==> images/m1.png <==
Supply wires on this layer in grey.
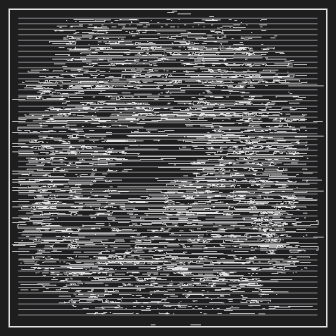
==> images/clock_nets.png <==
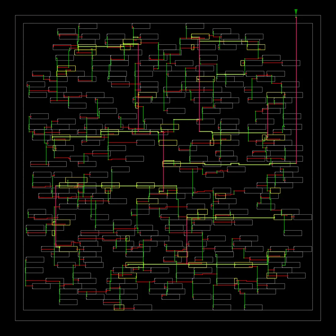
==> images/m3.png <==
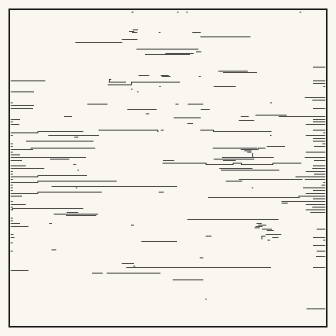
## config.mk

```make
export PLATFORM = sky130hd
export DESIGN_NAME = eth_rxfilt_ctrl
export DESIGN_NICKNAME = d
export VERILOG_FILES = /design/src/rtl/eth_rxfilt_ctrl.sv
export SDC_FILE = /design/constraint.sdc
export NUM_CORES = 1
export LEC_CHECK = 0
export CORE_MARGIN = 4
export CORE_UTILIZATION = 50
export DETAILED_ROUTE_END_ITERATION = 16
export GPL_TIMING_DRIVEN = 0
export PLACE_DENSITY_LB_ADDON = 0.3
export SYNTH_ARGS = -nofsm -noshare
export SYNTH_HDL_FRONTEND = slang
export SYNTH_SLANG_ARGS = --single-unit
```

## constraint.sdc

```tcl
create_clock -name MRxClk -period 3.6 [get_ports MRxClk]
set_clock_uncertainty 0.1 [all_clocks]
set_input_delay 0.36 -clock MRxClk [delete_from_list [all_inputs] [get_ports MRxClk]]
set_output_delay 0.36 -clock MRxClk [all_outputs]
set_load 0.05 [all_outputs]
```

## src/rtl/eth_rxfilt_ctrl.sv

```systemverilog
// eth_rxfilt_ctrl
// Configuration controller for the RX address filter. The host writes the
// station MAC, two hash tables and the mode bits (Pro/Bro/Iam) into shadow
// registers over a simple req/ack port. The shadow copy is transferred to the
// active copy that drives the address checker only at a frame boundary
// (StateIdle or StateDrop), so filtering never changes in the middle of a frame.
//
// Optional feature: define ETH_RXFILT_MISSCNT_EN to build a saturating
// counter of Address_mismatch pulses, readable and clearable at address 5.
//
// Ports
//   MRxClk, Resetn      clock (rising edge) and asynchronous active-low reset
//   CfgReq/CfgWe        host request (held until CfgAck) and write enable
//   CfgAddr/CfgWData    register address and write data
//   CfgRData/CfgAck     read data and its one-cycle acknowledge
//   StateIdle/StateDrop RX state machine status; either one marks a boundary
//   Address_mismatch    one-cycle pulse per rejected frame
//   MAC, HASH0, HASH1   active filter configuration
//   r_Pro/r_Bro/r_Iam   active mode bits
//   CfgPending          shadow written but not yet committed
//   CommitTimeout       one-cycle pulse when a commit has waited COMMIT_MAX cycles
module eth_rxfilt_ctrl #(
  parameter int CNT_W      = 16,
  parameter int COMMIT_MAX = 255
) (
  input  logic        MRxClk,
  input  logic        Resetn,
  input  logic        CfgReq,
  input  logic        CfgWe,
  input  logic [2:0]  CfgAddr,
  input  logic [31:0] CfgWData,
  output logic [31:0] CfgRData,
  output logic        CfgAck,
  input  logic        StateIdle,
  input  logic        StateDrop,
  input  logic        Address_mismatch,
  output logic [47:0] MAC,
  output logic [31:0] HASH0,
  output logic [31:0] HASH1,
  output logic        r_Pro,
  output logic        r_Bro,
  output logic        r_Iam,
  output logic        CfgPending,
  output logic        CommitTimeout
);

  localparam int TW = $clog2(COMMIT_MAX + 1);
  localparam logic [TW-1:0] WaitMax = TW'(COMMIT_MAX);

  typedef enum logic [1:0] {Idle, AckCycle, CommitCycle} ctrlState_t;

  ctrlState_t state, nextState;

  logic          reqArmed;
  logic          accept;
  logic          doCommit;
  logic          boundary;
  logic          shadowWrite;
  logic [31:0]   readMux;
  logic [47:0]   shadowMac;
  logic [31:0]   shadowHash0;
  logic [31:0]   shadowHash1;
  logic [2:0]    shadowMode;
  logic [2:0]    activeMode;
  logic [TW-1:0] waitTimer;
  logic [CNT_W-1:0] missCnt;

  assign boundary = StateIdle | StateDrop;
  assign CfgAck   = (state == AckCycle);
  assign r_Pro    = activeMode[0];
  assign r_Bro    = activeMode[1];
  assign r_Iam    = activeMode[2];

  // State register for the IDLE/ACK/COMMIT controller.
  always_ff @(posedge MRxClk or negedge Resetn) begin
    if (!Resetn) state <= Idle;
    else         state <= nextState;
  end

  // Next-state logic. A host request takes priority over a commit, so a
  // write that lands together with a boundary pushes the commit back by one
  // pass through IDLE. Both ACK and COMMIT last a single cycle.
  always_comb begin
    nextState   = state;
    accept      = 1'b0;
    doCommit    = 1'b0;
    shadowWrite = 1'b0;
    case (state)
      Idle: begin
        if (CfgReq && reqArmed) begin
          accept    = 1'b1;
          nextState = AckCycle;
        end else if (CfgPending && boundary) begin
          doCommit  = 1'b1;
          nextState = CommitCycle;
        end
      end
      AckCycle:    nextState = Idle;
      CommitCycle: nextState = Idle;
      default:     nextState = Idle;
    endcase
    if (accept && CfgWe && (CfgAddr <= 3'd4)) shadowWrite = 1'b1;
  end

  // A held request is serviced once: after acceptance the host has to be
  // seen with CfgReq low before another request is taken.
  always_ff @(posedge MRxClk or negedge Resetn) begin
    if (!Resetn)      reqArmed <= 1'b0;
    else if (accept)  reqArmed <= 1'b0;
    else if (!CfgReq) reqArmed <= 1'b1;
  end

  // Read path always shows the shadow registers, not the active copy, so the
  // host sees what it wrote even before the commit happens.
  always_comb begin
    readMux = '0;
    case (CfgAddr)
      3'd0:    readMux = shadowMac[31:0];
      3'd1:    readMux = {16'h0000, shadowMac[47:32]};
      3'd2:    readMux = shadowHash0;
      3'd3:    readMux = shadowHash1;
      3'd4:    readMux = {29'd0, shadowMode};
      3'd5:    readMux = 32'(missCnt);
      default: readMux = '0;
    endcase
  end

  // Read data is captured at the edge that raises CfgAck and is zero at all
  // other times.
  always_ff @(posedge MRxClk or negedge Resetn) begin
    if (!Resetn)              CfgRData <= '0;
    else if (accept && !CfgWe) CfgRData <= readMux;
    else                       CfgRData <= '0;
  end

  // Shadow registers and the pending flag. Every shadow write marks the
  // configuration pending even when the value does not change; only a commit
  // clears it, and a commit never coincides with a write.
  always_ff @(posedge MRxClk or negedge Resetn) begin
    if (!Resetn) begin
      shadowMac   <= '0;
      shadowHash0 <= '0;
      shadowHash1 <= '0;
      shadowMode  <= '0;
      CfgPending  <= 1'b0;
    end else if (shadowWrite) begin
      CfgPending <= 1'b1;
      case (CfgAddr)
        3'd0:    shadowMac[31:0]  <= CfgWData;
        3'd1:    shadowMac[47:32] <= CfgWData[15:0];
        3'd2:    shadowHash0      <= CfgWData;
        3'd3:    shadowHash1      <= CfgWData;
        default: shadowMode       <= CfgWData[2:0];
      endcase
    end else if (doCommit) begin
      CfgPending <= 1'b0;
    end
  end

  // Active copy feeding the address checker. It is loaded on the edge that
  // enters COMMIT, which is an edge where a boundary was sampled.
  always_ff @(posedge MRxClk or negedge Resetn) begin
    if (!Resetn) begin
      MAC        <= '0;
      HASH0      <= '0;
      HASH1      <= '0;
      activeMode <= '0;
    end else if (doCommit) begin
      MAC        <= shadowMac;
      HASH0      <= shadowHash0;
      HASH1      <= shadowHash1;
      activeMode <= shadowMode;
    end
  end

  // Wait timer: measures how long a pending commit has been starved of a
  // boundary. It pulses CommitTimeout on reaching the limit and then holds
  // there; it only reports, it never forces a commit.
  always_ff @(posedge MRxClk or negedge Resetn) begin
    if (!Resetn) begin
      waitTimer     <= '0;
      CommitTimeout <= 1'b0;
    end else if (doCommit) begin
      waitTimer     <= '0;
      CommitTimeout <= 1'b0;
    end else if (CfgPending && !boundary && (waitTimer != WaitMax)) begin
      waitTimer     <= waitTimer + 1'b1;
      CommitTimeout <= ((waitTimer + 1'b1) == WaitMax);
    end else begin
      CommitTimeout <= 1'b0;
    end
  end

`ifdef ETH_RXFILT_MISSCNT_EN
  // Saturating miss counter. A host write to address 5 clears it; a mismatch
  // arriving on the same edge as the clear is still counted.
  always_ff @(posedge MRxClk or negedge Resetn) begin
    if (!Resetn) begin
      missCnt <= '0;
    end else if (accept && CfgWe && (CfgAddr == 3'd5)) begin
      missCnt <= Address_mismatch ? CNT_W'(1) : '0;
    end else if (Address_mismatch && !(&missCnt)) begin
      missCnt <= missCnt + 1'b1;
    end
  end
`else
  // Without the statistics option the counter is a constant zero and the
  // mismatch input is not used.
  logic unusedMismatch;
  assign unusedMismatch = Address_mismatch;
  assign missCnt = '0;
`endif

endmodule

```

==> results_dict.tcl <==
# metrics dict for downstream scripts
set metrics [dict create \
    dp_slack_ps 810 \
    n_antenna_cell 0 \
    crit_path_start "state[1]$_DFFE_PN0P_" \
    ys_seq_share_pct 62.5 \
    cts_root_buffer "clkbuf_16" \
    synthDistinctLibCells 40 \
    async_reset_ff_share_pct 100 \
    logic_gates 617 \
    crit_required_ps 3950 \
    slowest_delay_ps 590 \
    first_pass_iters 5 \
    critPathTopFamily "buffers and inverters" \
    ys.flops 275 \
    use_met2_pct 37.7 \
    seq_share_pct 48.2 \
    clkSlewWorstSetupHoldPaths_ps 60 \
    die_h_um 156 \
    crit_end "MAC[4]$_DFFE_PN0N_" \
    syn-num-nets 990 \
    top_area_cell_class "registers" \
    ys_sh_simple_pct 15.8 \
    setup_slack_ps 1240 \
    signal_buffers 242 \
    drc 0 \
    finalHoldViolations 0 \
    warnings 30 \
    timing.hold.ws_ps 289 \
    clock_buffers 42 \
    synth-compound-area-share_pct 2.85 \
    htreeDepth 1 \
    fmax_ghz 0.424 \
    p_leak_nw 6.89 \
    p_clk_share_pct 25.9 \
    drt_wl_total_um 28600 \
    cts-resized-gates 0 \
    reg2reg_depth 7 \
    final-nonclk-buf-share_pct 15.3 \
    muxShareOfSynthArea_pct 16.4 \
    stdcell_count 1467 \
    critPathBufInv 3 \
    drtIter0Drc 512 \
    cp.arrival_ps 2710 \
    fp_util_pct 50.6 \
    finalNetCount 1211 \
    synthesis.area_sq_um 11000 \
    crit_fanout 10 \
    grt_antenna_before_repair 0 \
    synthTopCellsByArea "dfrtp_1 (62%), mux2_2 (14%), nand2_1 (12%)" \
    edf_count 0 \
    wl_met2_um 13500 \
    yosys.area_share.adder_pct 0.227 \
    rr_endpoint "MAC[4]$_DFFE_PN0N_" \
    netlist.area_leader.share_pct 62.5 \
    grt_pass1_wl_um 45500 \
    die_w_um 156 \
    postPlaceCellArea_sq_um 13300 \
    topCombFamilyByArea "multiplexers" \
    hold_buffers 1 \
    final-max-slew-violation-count 0 \
    top_layer "met4" \
    synth.avg_cell_area_sq_um 11.6 \
    status "complete, no violations" \
    rows 54 \
    relSlewSlack_pct 44.7 \
    top_regs "MAC: 48 flops, shadowMac: 48 flops" \
    synthCells 946 \
    grt_max_degree 124 \
    crit_cells 7 \
    grt_use_met1_pct 34.9 \
    finalCritPeriodShare_pct 65.4 \
    vias 7816 \
    ys_area_sq_um 11000 \
    track_usage_pct 23.7 \
    postCtsSetupBuffers 0 \
    top_power_group "registers" \
    wl_met1_um 12700 \
    grtUsageMet3_pct 3.95 \
    switching_share_pct 37.4 \
    wire_per_inst_um 19.5 \
    dr_wl_met3_um 1870 \
]
## Picture notes: m1.png
share of all routed wire: 44%
longest straight run: 52.4 um
main direction: horizontal

## Picture notes: clock_nets.png
clk sinks: 275
total CTS buffers: 28
clk_lat worst skew: 520 ps

## Picture notes: m3.png
share of all routed wire: 6.5%
nets with wire on the layer: 156
wire length on this layer: 1870 um
longest straight run: 71.3 um
main direction: horizontal

